File: config.mk
export PLATFORM = sky130hd
export DESIGN_NAME = muldiv_unit
export DESIGN_NICKNAME = d
export VERILOG_FILES = /design/src/rtl/muldiv_unit.sv
export SDC_FILE = /design/constraint.sdc
export NUM_CORES = 1
export LEC_CHECK = 0
export ABC_AREA = 0
export ABC_CLOCK_PERIOD_IN_PS = 8880
export CAP_MARGIN = 20
export CELL_PAD_IN_SITES_DETAIL_PLACEMENT = 1
export CELL_PAD_IN_SITES_GLOBAL_PLACEMENT = 2
export CORE_ASPECT_RATIO = 0.8
export CORE_MARGIN = 5
export CORE_UTILIZATION = 39
export CTS_CLUSTER_SIZE = 14
export DETAILED_ROUTE_END_ITERATION = 10
export DONT_BUFFER_PORTS = 1
export PLACE_DENSITY_LB_ADDON = 0.1
export SLEW_MARGIN = 20
export SYNTH_ARGS = -nofsm -noshare
export SYNTH_HDL_FRONTEND = slang
export SYNTH_SLANG_ARGS = --single-unit
File: constraint.sdc
create_clock -name clk -period 8.88 [get_ports clk]
set_input_delay 0.888 -clock clk [delete_from_list [all_inputs] [get_ports clk]]
set_output_delay 0.888 -clock clk [all_outputs]
set_load 0.05 [all_outputs]
File: src/rtl/muldiv_unit.sv
// muldiv_unit: multi-cycle MULT/MULTU/DIV/DIVU engine owning the HI/LO registers.
// Radix-2 shift-add multiply and restoring divide over 32 iterations, then a
// sign-fix edge that writes HI/LO. MTHI/MTLO are honoured only while idle.
module muldiv_unit #(
    localparam int unsigned DATA_BUS = 32
) (
    input  logic                clk,
    input  logic                rst,
    input  logic                start,
    input  logic [1:0]          op,
    input  logic [DATA_BUS-1:0] operand_1,
    input  logic [DATA_BUS-1:0] operand_2,
    input  logic                cancel,
    input  logic                hi_write_en,
    input  logic                lo_write_en,
    input  logic [DATA_BUS-1:0] write_data,
    output logic                busy,
    output logic                done,
    output logic                div_by_zero,
    output logic [DATA_BUS-1:0] hi,
    output logic [DATA_BUS-1:0] lo
);

    localparam int unsigned ACC_W = 2 * DATA_BUS;
    localparam int unsigned CNT_W = 5;

    typedef enum logic [1:0] {
        S_IDLE = 2'd0,
        S_CALC = 2'd1,
        S_FIX  = 2'd2,
        S_DZ   = 2'd3
    } state_t;

    state_t               r_state;
    state_t               w_next_state;
    logic [1:0]           r_op;
    logic                 r_sign_a;
    logic                 r_sign_b;
    logic [DATA_BUS-1:0]  r_opa;      // multiplicand, or dividend shifting out MSB-first
    logic [DATA_BUS-1:0]  r_opb;      // multiplier shifting out LSB-first, or divisor
    logic [ACC_W-1:0]     r_acc;      // product, or {remainder, quotient}
    logic [CNT_W-1:0]     r_cnt;
    logic                 r_busy;
    logic                 r_done;
    logic                 r_dz;
    logic [DATA_BUS-1:0]  r_hi;
    logic [DATA_BUS-1:0]  r_lo;

    logic                 w_signed_op;
    logic                 w_zero_div;
    logic                 w_accept;
    logic [DATA_BUS-1:0]  w_mag_a;
    logic [DATA_BUS-1:0]  w_mag_b;
    logic [DATA_BUS:0]    w_mul_sum;
    logic [ACC_W-1:0]     w_mul_next;
    logic [DATA_BUS:0]    w_rem_sh;
    logic [DATA_BUS+1:0]  w_diff;
    logic [ACC_W-1:0]     w_div_next;
    logic [ACC_W-1:0]     w_prod_fix;
    logic [DATA_BUS-1:0]  w_quo_fix;
    logic [DATA_BUS-1:0]  w_rem_fix;

    // Request decode and operand magnitudes for the accept edge.
    assign w_signed_op = ~op[0];
    assign w_zero_div  = op[1] && (operand_2 == '0);
    assign w_accept    = (r_state == S_IDLE) && start && !cancel;
    assign w_mag_a     = (w_signed_op && operand_1[DATA_BUS-1]) ? -operand_1 : operand_1;
    assign w_mag_b     = (w_signed_op && operand_2[DATA_BUS-1]) ? -operand_2 : operand_2;

    // One shift-add multiply step: add into upper 33 bits, then shift {carry, acc} right.
    assign w_mul_sum  = {1'b0, r_acc[ACC_W-1:DATA_BUS]} + (r_opb[0] ? {1'b0, r_opa} : '0);
    assign w_mul_next = {w_mul_sum, r_acc[DATA_BUS-1:1]};

    // One restoring-divide step: shift in the next dividend bit and trial-subtract.
    assign w_rem_sh   = {r_acc[ACC_W-1:DATA_BUS], r_opa[DATA_BUS-1]};
    assign w_diff     = {1'b0, w_rem_sh} - {2'b00, r_opb};
    assign w_div_next = w_diff[DATA_BUS+1]
                      ? {w_rem_sh[DATA_BUS-1:0], r_acc[DATA_BUS-2:0], 1'b0}
                      : {w_diff[DATA_BUS-1:0],   r_acc[DATA_BUS-2:0], 1'b1};

    // Sign correction applied on the FIX edge.
    assign w_prod_fix = ((r_op == 2'b00) && (r_sign_a ^ r_sign_b)) ? -r_acc : r_acc;
    assign w_quo_fix  = ((r_op == 2'b10) && (r_sign_a ^ r_sign_b))
                      ? -r_acc[DATA_BUS-1:0] : r_acc[DATA_BUS-1:0];
    assign w_rem_fix  = ((r_op == 2'b10) && r_sign_a)
                      ? -r_acc[ACC_W-1:DATA_BUS] : r_acc[ACC_W-1:DATA_BUS];

    // State register.
    always_ff @(posedge clk or posedge rst) begin
        if (rst) r_state <= S_IDLE;
        else     r_state <= w_next_state;
    end

    // Next-state logic; cancel returns any active state to IDLE.
    always_comb begin
        w_next_state = r_state;
        unique case (r_state)
            S_IDLE: if (start && !cancel) w_next_state = w_zero_div ? S_DZ : S_CALC;
            S_CALC: begin
                if (cancel)                       w_next_state = S_IDLE;
                else if (r_cnt == CNT_W'(31))     w_next_state = S_FIX;
            end
            S_FIX:  w_next_state = S_IDLE;
            S_DZ:   w_next_state = S_IDLE;
            default: w_next_state = S_IDLE;
        endcase
    end

    // Datapath, HI/LO and status flags.
    always_ff @(posedge clk or posedge rst) begin
        if (rst) begin
            r_op     <= '0;
            r_sign_a <= 1'b0;
            r_sign_b <= 1'b0;
            r_opa    <= '0;
            r_opb    <= '0;
            r_acc    <= '0;
            r_cnt    <= '0;
            r_busy   <= 1'b0;
            r_done   <= 1'b0;
            r_dz     <= 1'b0;
            r_hi     <= '0;
            r_lo     <= '0;
        end else begin
            r_done <= 1'b0;
            r_dz   <= 1'b0;
            unique case (r_state)
                S_IDLE: begin
                    if (hi_write_en) r_hi <= write_data;
                    if (lo_write_en) r_lo <= write_data;
                    if (w_accept) begin
                        r_op     <= op;
                        r_sign_a <= operand_1[DATA_BUS-1];
                        r_sign_b <= operand_2[DATA_BUS-1];
                        r_opa    <= w_mag_a;
                        r_opb    <= w_mag_b;
                        r_acc    <= '0;
                        r_cnt    <= '0;
                        r_busy   <= 1'b1;
                    end
                end
                S_CALC: begin
                    if (cancel) begin
                        r_busy <= 1'b0;
                    end else begin
                        r_cnt <= r_cnt + CNT_W'(1);
                        if (r_op[1]) begin
                            r_acc <= w_div_next;
                            r_opa <= r_opa << 1;
                        end else begin
                            r_acc <= w_mul_next;
                            r_opb <= r_opb >> 1;
                        end
                    end
                end
                S_FIX: begin
                    r_busy <= 1'b0;
                    if (!cancel) begin
                        r_done <= 1'b1;
                        if (r_op[1]) begin
                            r_hi <= w_rem_fix;
                            r_lo <= w_quo_fix;
                        end else begin
                            r_hi <= w_prod_fix[ACC_W-1:DATA_BUS];
                            r_lo <= w_prod_fix[DATA_BUS-1:0];
                        end
                    end
                end
                S_DZ: begin
                    r_busy <= 1'b0;
                    if (!cancel) begin
                        r_done <= 1'b1;
                        r_dz   <= 1'b1;
                    end
                end
                default: r_busy <= 1'b0;
            endcase
        end
    end

    assign busy        = r_busy;
    assign done        = r_done;
    assign div_by_zero = r_dz;
    assign hi          = r_hi;
    assign lo          = r_lo;

endmodule

==> qor.csv <==
metric,value,unit
outcome,completed,
PD cells,327,mW/mm2
final setup TNS,0,ns
clock buf count,36,
Signal inverters,76,
first-pass GRT wire length,89.6,mm
tap cells,536,
Slowest cell on crit path,dfrtp_1,
max-cap violations,0,
"Clk pin slew, worst setup/hold paths",0.07,ns
largest stage delay on the critical path,0.96,ns
cell type with the largest total area,dfrtp_1,
Switching Fraction,0.475,
post_cts resized,0,
prevailing post-synth register cell,dfrtp_1,
asr flop ratio synth,1.00,
fmax,0.235,GHz
pre-placement core utilization,0.397,
routability cong.,0.875,
Slew @ Worst Pin,1.05,ns
post-synthesis xor/xnor area fraction,0.0862,
tool warnings,29,
number of enable flip-flop cells,0,
clk cell area share,0.0542,
via/cell ratio,5.85,
Worst-Skew Late Latency,0.55,ns
layout cells sized above 1,0.0498,
Netlist Area Pre-Place,0.0158,mm2
bufs w/o clock,18,
CP Launch Point,r_opb[0]$_DFFE_PP0P_,
DR WL/cell,22.6,um
post-DP HPWL,42.7,mm
most numerous logic cells after layout,"249 x o21ai_0, 233 x a21oi_1, 217 x nand2_1",
seq pwr,0.00166,W
"Cell Chain, Critical Path",and2_1 > ha_1 > inv_1 > fa_1 > nand2b_1 > a21oi_1 > o21ai_0 > a31oi_1 > o2111ai_1 > o211ai_1 > o21ai_0 > o21ai_0 > xnor2_1 > a21oi_1,
yosys simple share,0.206,
vias in the first global route,15000,
clock sink count,206,
Largest logic family,AND-OR/OR-AND gates,
met1 WL,27.3,mm
#MultiIn Comb,1622,
clock network power,0.00118,W
global routing's busiest layer,met2,
router iterations before antenna repair,5,
Placed Cells,2458,
CORE AREA,0.0397,mm2
Top Consumer,combinational cells,
Non-Filler Instances,2505,
"most used cell, CP",o21ai_0,
post-route worst setup slack,4.62,ns
Place WS,4.68,ns
yosys stat cell total,2015,
largest reg by FF count,r_acc,
initial antenna violation count,1,
Final Instance Area,0.0171,mm2
worst endpoint required time,9.31,ns
logic area,0.00993,mm2
IO buf count,0,
cycle use final,0.480,
final hold violations,0,
Mapped Avg Cell Area,7.82,um2
CTS root buffer,clkbuf_16,
Psw,0.00265,W
Filler cells,4870,
CP top delay family,AND-OR/OR-AND gates,
slew margin rel.,0.301,
Max Fanout on Critical Path,34,
Clock Power Share,0.211,
MUX share of area,0.0313,
met3 wire len,2.54,mm
largest class,multi-input combinational cells,
area grow syn2layout,8.67,%
most frequent logic cell in the layout,o21ai_0,
crit end category,flip-flop,
Unique cell types,75,
Comb area share,0.580,
proportion of power drawn by flip-flops and latches,0.297,
"area share, top type",0.327,
setup violators final,0,
"Adder Share, Synth",0.0589,
Post-synth regs,206,
worst reg2reg path depth,14,
yosys warns,0,
Nets,2127,
chip area in the Yosys report,0.0158,mm2
startpoint types,flip-flop,
post-synth net total,2192,
Flops,206,
Clock Skew,0.0115,ns
CP endpoint,r_acc[61]$_DFFE_PP0P_,
metal2 WL,25.3,mm
NonClk Buf Share,0.00789,
minimum clock period,4.26,ns
setup repair bufs after CTS,0,
I/O pin cnt,171,
arrival time worst endpoint,4.69,ns
Combinational Power Share,0.492,
WHS,0.283,ns
Synth top cell by count,o21ai_0,
all-layer global routing usage,0.247,
Critical Path Stages,14,
Logic power comb,0.00275,W
Tot Pwr,0.00559,W
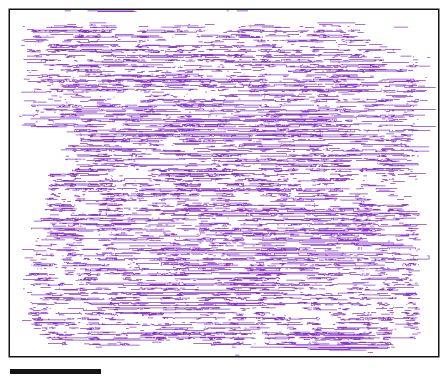
Fig. 1. Metal 1.
Bar = 50 um.
longest straight run: 92.0 um
main direction: horizontal
share of all routed wire: 48%
final wirelength: 56.5 mm
total number of vias: 14700
met1 Use GR: 0.354

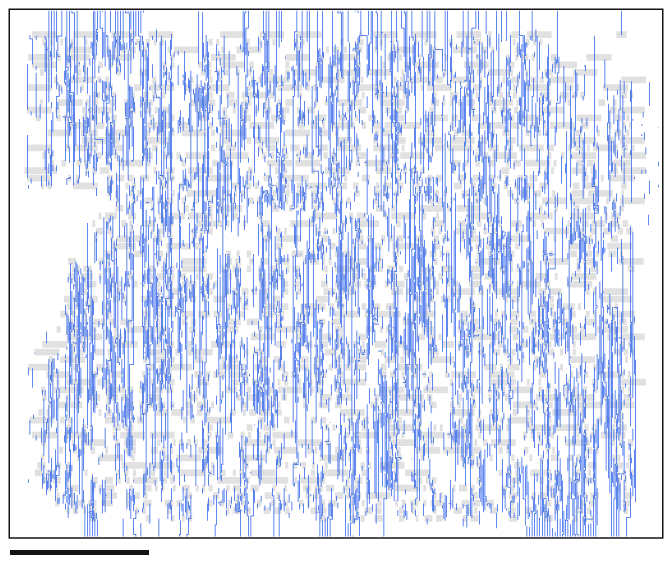
Fig. 2. Metal 2.
Bar = 50 um.
main direction: vertical
share of all routed wire: 45%
routing usage on met2: 0.394

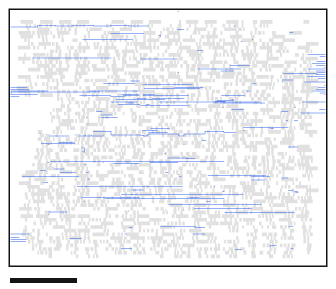
Fig. 3. The metal 3 layer.
Bar = 50 um.
share of all routed wire: 4.5%
main direction: horizontal
longest straight run: 129 um
global-route met3 utilization: 0.0422

Power figures rest on the tool's default switching activity, not on a simulated workload.
